layer_met2.png
Bar = 20 um.
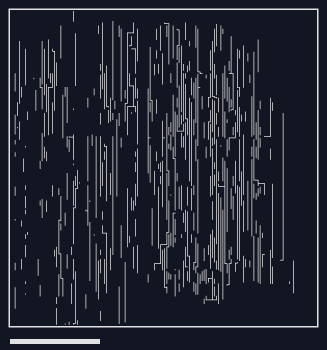
clk_routes.png
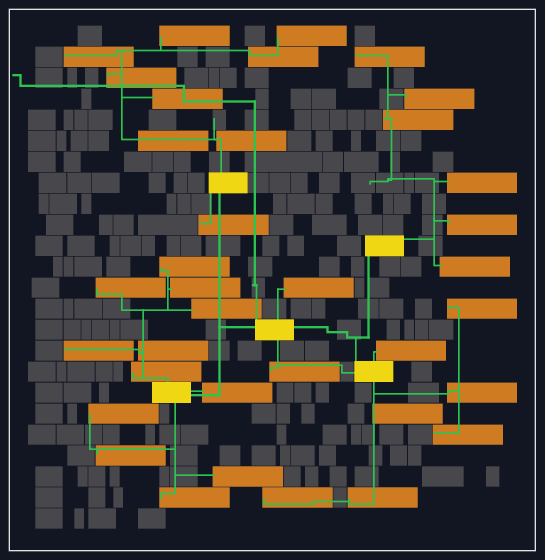
**config.mk**
```make
export PLATFORM = sky130hd
export DESIGN_NAME = rpsc_interlock_seq
export DESIGN_NICKNAME = d
export VERILOG_FILES = /design/src/rtl/rpsc_interlock_seq.sv
export SDC_FILE = /design/constraint.sdc
export NUM_CORES = 1
export LEC_CHECK = 0
export CAP_MARGIN = 0
export CORE_AREA = 2 2 66 68
export DETAILED_ROUTE_END_ITERATION = 8
export DIE_AREA = 0 0 68 70
export PLACE_DENSITY_LB_ADDON = 0.12
export SLEW_MARGIN = 20
export SYNTH_ARGS = -nofsm -noshare
export SYNTH_HDL_FRONTEND = slang
export SYNTH_SLANG_ARGS = --single-unit
export TNS_END_PERCENT = 50
```
**constraint.sdc**
```tcl
create_clock -name clk -period 2.8 [get_ports clk]
set_input_delay 0.56 -clock clk [delete_from_list [all_inputs] [get_ports clk]]
set_output_delay 0.56 -clock clk [all_outputs]
set_load 0.02 [all_outputs]
```
**src/rtl/rpsc_interlock_seq.sv**
```systemverilog
// -----------------------------------------------------------------------------
// rpsc_interlock_seq
//
// Power-supply interlock sequencer. Unmasked status faults are registered (and
// optionally latched until acknowledged). When no fault is present and no
// external inhibit is active, a ps_act request starts the sequence:
//   IDLE -> ARMING (ON_DELAY cycles) -> RUN (SUPV_DELAY cycles) -> OK.
// Losing the enable at any point aborts the sequence. It returns to IDLE if no
// fault is present, or goes to FAULT if one is. FAULT is left only when the
// faults are cleared and ps_act has been dropped.
//
// Ports
//   clk           in   single clock, rising edge
//   reset         in   asynchronous active-low reset
//   status        in   [N_STATUS] interlock fault inputs, active-high
//   status_mask   in   [N_STATUS] 1 = bit ignored for new faults
//   not_g1_ok     in   external inhibit, active-high
//   fan_on        in   external inhibit, active-high
//   ps_act        in   power-supply activate request
//   fault_ack     in   operator acknowledge (level)
//   i_high        in   current-high monitor
//   u_low         in   voltage-low monitor
//   fault_latched out  [N_STATUS] registered fault bits
//   not_alarm     out  1 = no fault registered
//   permit        out  no fault and no inhibit
//   ca_on_perm_n  out  ~permit
//   on_delay      out  state is RUN or OK
//   ca_delay      out  state is OK
//   not_ca_ok     out  state is not OK
//   i_high_n      out  ~(on_delay & i_high)
//   u_low_n       out  ~(on_delay & u_low)
//   state         out  [3] IDLE=0 ARMING=1 RUN=2 OK=3 FAULT=4
// -----------------------------------------------------------------------------
module rpsc_interlock_seq #(
    parameter int N_STATUS   = 7,
    parameter int ON_DELAY   = 3125000,
    parameter int SUPV_DELAY = 46875000,
    parameter int LATCH_EN   = 1
) (
    input  logic                clk,
    input  logic                reset,
    input  logic [N_STATUS-1:0] status,
    input  logic [N_STATUS-1:0] status_mask,
    input  logic                not_g1_ok,
    input  logic                fan_on,
    input  logic                ps_act,
    input  logic                fault_ack,
    input  logic                i_high,
    input  logic                u_low,
    output logic [N_STATUS-1:0] fault_latched,
    output logic                not_alarm,
    output logic                permit,
    output logic                ca_on_perm_n,
    output logic                on_delay,
    output logic                ca_delay,
    output logic                not_ca_ok,
    output logic                i_high_n,
    output logic                u_low_n,
    output logic [2:0]          state
);

    localparam int MAX_DELAY = (ON_DELAY > SUPV_DELAY) ? ON_DELAY : SUPV_DELAY;
    localparam int CNT_W     = $clog2(MAX_DELAY);

    localparam logic [CNT_W-1:0] ON_TC   = CNT_W'(ON_DELAY - 1);
    localparam logic [CNT_W-1:0] SUPV_TC = CNT_W'(SUPV_DELAY - 1);
    localparam logic [CNT_W-1:0] CNT_ONE = CNT_W'(1);
    localparam logic [CNT_W-1:0] CNT_ZERO = '0;

    typedef enum logic [2:0] {
        S_IDLE   = 3'd0,
        S_ARMING = 3'd1,
        S_RUN    = 3'd2,
        S_OK     = 3'd3,
        S_FAULT  = 3'd4
    } state_e;

    state_e              state_q;
    state_e              state_d;
    logic [CNT_W-1:0]    cnt_q;
    logic [CNT_W-1:0]    cnt_d;
    logic [N_STATUS-1:0] fault_q;
    logic [N_STATUS-1:0] fault_d;
    logic [N_STATUS-1:0] set_s;
    logic                enable_s;
    logic                abort_s;
    state_e              abort_state_s;

    // Status/permit decode and fault register next value.
    always_comb begin
        set_s = status & ~status_mask;
        if (LATCH_EN != 0) begin
            // Set wins over ack; a bit only clears when its set term is low.
            // Masking a bit removes only its set term, so latched bits stay.
            fault_d = set_s | (fault_q & ~{N_STATUS{fault_ack}});
        end else begin
            fault_d = set_s;
        end
        not_alarm     = ~(|fault_q);
        permit        = not_alarm & ~not_g1_ok & ~fan_on;
        ca_on_perm_n  = ~permit;
        enable_s      = permit & ps_act;
        // Losing enable mid-sequence: faults send us to FAULT, otherwise IDLE.
        abort_s       = ~enable_s;
        abort_state_s = not_alarm ? S_IDLE : S_FAULT;
    end

    // Sequencer next-state and shared delay counter.
    always_comb begin
        state_d = state_q;
        cnt_d   = CNT_ZERO;
        case (state_q)
            S_IDLE: begin
                if (!not_alarm) begin
                    state_d = S_FAULT;
                end else if (enable_s) begin
                    state_d = S_ARMING;
                end else begin
                    state_d = S_IDLE;
                end
            end
            S_ARMING: begin
                if (abort_s) begin
                    state_d = abort_state_s;
                end else if (cnt_q == ON_TC) begin
                    state_d = S_RUN;
                end else begin
                    cnt_d = cnt_q + CNT_ONE;
                end
            end
            S_RUN: begin
                if (abort_s) begin
                    state_d = abort_state_s;
                end else if (cnt_q == SUPV_TC) begin
                    state_d = S_OK;
                end else begin
                    cnt_d = cnt_q + CNT_ONE;
                end
            end
            S_OK: begin
                if (abort_s) begin
                    state_d = abort_state_s;
                end else begin
                    state_d = S_OK;
                end
            end
            S_FAULT: begin
                if (not_alarm && !ps_act) begin
                    state_d = S_IDLE;
                end else begin
                    state_d = S_FAULT;
                end
            end
            default: begin
                state_d = S_IDLE;
            end
        endcase
    end

    // State, counter and fault registers.
    always_ff @(posedge clk or negedge reset) begin
        if (!reset) begin
            state_q <= S_IDLE;
            cnt_q   <= CNT_ZERO;
            fault_q <= '0;
        end else begin
            state_q <= state_d;
            cnt_q   <= cnt_d;
            fault_q <= fault_d;
        end
    end

    // State-derived outputs.
    always_comb begin
        fault_latched = fault_q;
        state         = state_q;
        on_delay      = (state_q == S_RUN) || (state_q == S_OK);
        ca_delay      = (state_q == S_OK);
        not_ca_ok     = ~(state_q == S_OK);
        i_high_n      = ~(on_delay & i_high);
        u_low_n       = ~(on_delay & u_low);
    end

endmodule
```
==> results_slide.txt <==
Physical Implementation Snapshot

CTS
  – CTS Sinks: 36
  – Hold-fix buffers, CTS: 0
  – Total CTS buffers: 5
  – Post-CTS Setup Bufs: 0
  – H-tree depth: 2

Placement
  – Hpwl dp: approximately 3.2 mm
  – # port buffers: 39
  – Placed inst area: approximately 2400 um^2
  – GP Congestion: ~0.82
  – Post-place setup slack: roughly 0.2 ns
  – Placed cell count: roughly 290

STA
  – RSZ-0062 raised after global routing: false
  – Setup violations, final: 0
  – Slew @ Worst Pin: around 0.80 ns
  – Worst Skew: 0.00882 ns
  – Final cycle utilization of the critical path: 0.924

GRT
  – Vias in the first global route: 1706
  – Overall Global Routing Usage: 0.217

Yosys
  – Post-synth seq share: 0.447
  – Biggest area cells: dfrtp_1 45%, a211oi_1 5.2%, a221oi_1 3.9%, inv_1 3.9%, xor2_1 3.5%
  – Yosys adder share: 0.00621
  – Avg Inst Size Synth: around 10 um^2
  – Ao+oa area frac: 0.184
  – Synth mux share: 0
  – Net Count, Synth: 229
  – Yosys Chip Area: between 2000 and 2500 um^2
  – Post-synth regs: 36
  – Syn Inst Count: between 200 and 250
  – Top logic family: simple AND/OR/NAND/NOR gates
  – Top_reg_cell synth: dfrtp_1
  – Async SR Flop Fraction: 1.00
  – Simple Share, Synth: 0.236
  – Synth area leader: dfrtp_1
  – Yosys cell types: around 40

Power and ir drop
  – Net Sw Frac: 0.243
  – Dominant power group: registers
  – P_clk: 0.365 mW
  – Sequential Power: 0.538 mW
  – Maximum vdd drop: approximately 300 uV
  – Comb pwr share: 0.090
  – Tot Pwr: 0.993 mW
  – Sequential power share: 0.542
  – P per Cell Area: 391 nW/um^2

Drt
  – WL per Instance: around 15 um
  – Post-DRT Antenna Nets: 0
  – Via density per instance: slightly below 6

Setup path
  – CP startpoint kind: register
  – Kind of cell adding the most delay to the critical path: simple AND/OR/NAND/NOR gates
  – CP endpoint: ca_on_perm_n
  – Crit path capture type: output pin
  – R2R cell count: 5
  – CP Class: reg2out
  – WP depth: 5
  – Crit path largest cell delay: between 0.5 and 0.6 ns
  – Slowest CP cell: or4_1
  – Reg-to-Reg Start: cnt_q[0]
  – Crit-path cells: or4_1, nor4_4, and2_1, inv_1, dlygate4sd2_1
  – Crit path max fanout: 3

Die
  – Die height: roughly 70 um
  – Die W: between 60 and 70 um
  – Top Ports: about 40
  – FP Rows: 24

Job
  – Max-Cap Viols: 0

Layout
  – Share of cells above drive strength 1: 0.0935
  – Synth-to-layout area growth: 26.1%
  – FF+latch area: 901 um^2
  – Fill count: about 370
  – Ant. Diodes: 0
  – Comb area: a little under 1000 um^2
  – Most frequent logic cell in the layout: dfrtp_1

Worst hold path
  – Hold Crit Class: in2async

Run status
  – Status: complete, no violations
## Picture notes: layer_met2.png
nets with wire on the layer = 217
longest straight run = 32.5 um
share of all routed wire = 46%
Vias: 1754
grt met2 use: 0.321
final wirelength: 4.59 mm

## Picture notes: clk_routes.png
clock drivers -> yellow  # count 5
clock wires -> green  # length 464 um
flip-flops -> orange  # count 36
flops lie = all over the die
routed clock nets = 6

[registers in the layout, indices dropped and copies added, names as in the netlist]
register and count:
state 3, fault_latched 7, cnt_q 26
[layer usage]
layer | wire (um) | part of all wire | track usage
met1 | 2200 | 0.48 | 0.312
met2 | 2130 | 0.46 | 0.321
met3 | 207 | 0.045 | 0.0515
met4 | 63 | 0.014 | 0.0711
met5 | 0 | 0 | 0
[timing repair]
| action | 4_1_cts | 5_1_grt |
|---|---|---|
| resized | 4 | 0 |
| endpoints found under the setup margin | 3 | 0 |
| hold endpoints to repair | 0 | 0 |
[area by class of cell]
class                      count  share of cell area
inverter                      21              0.0310
clock inverter                 3             0.00738
multi-input combinational    137               0.390
timing repair buffer          44               0.165
sequential                    36               0.354
clock buffer                   5              0.0271
tap                           52              0.0256
Power figures rest on the tool's default switching activity, not on a simulated workload.
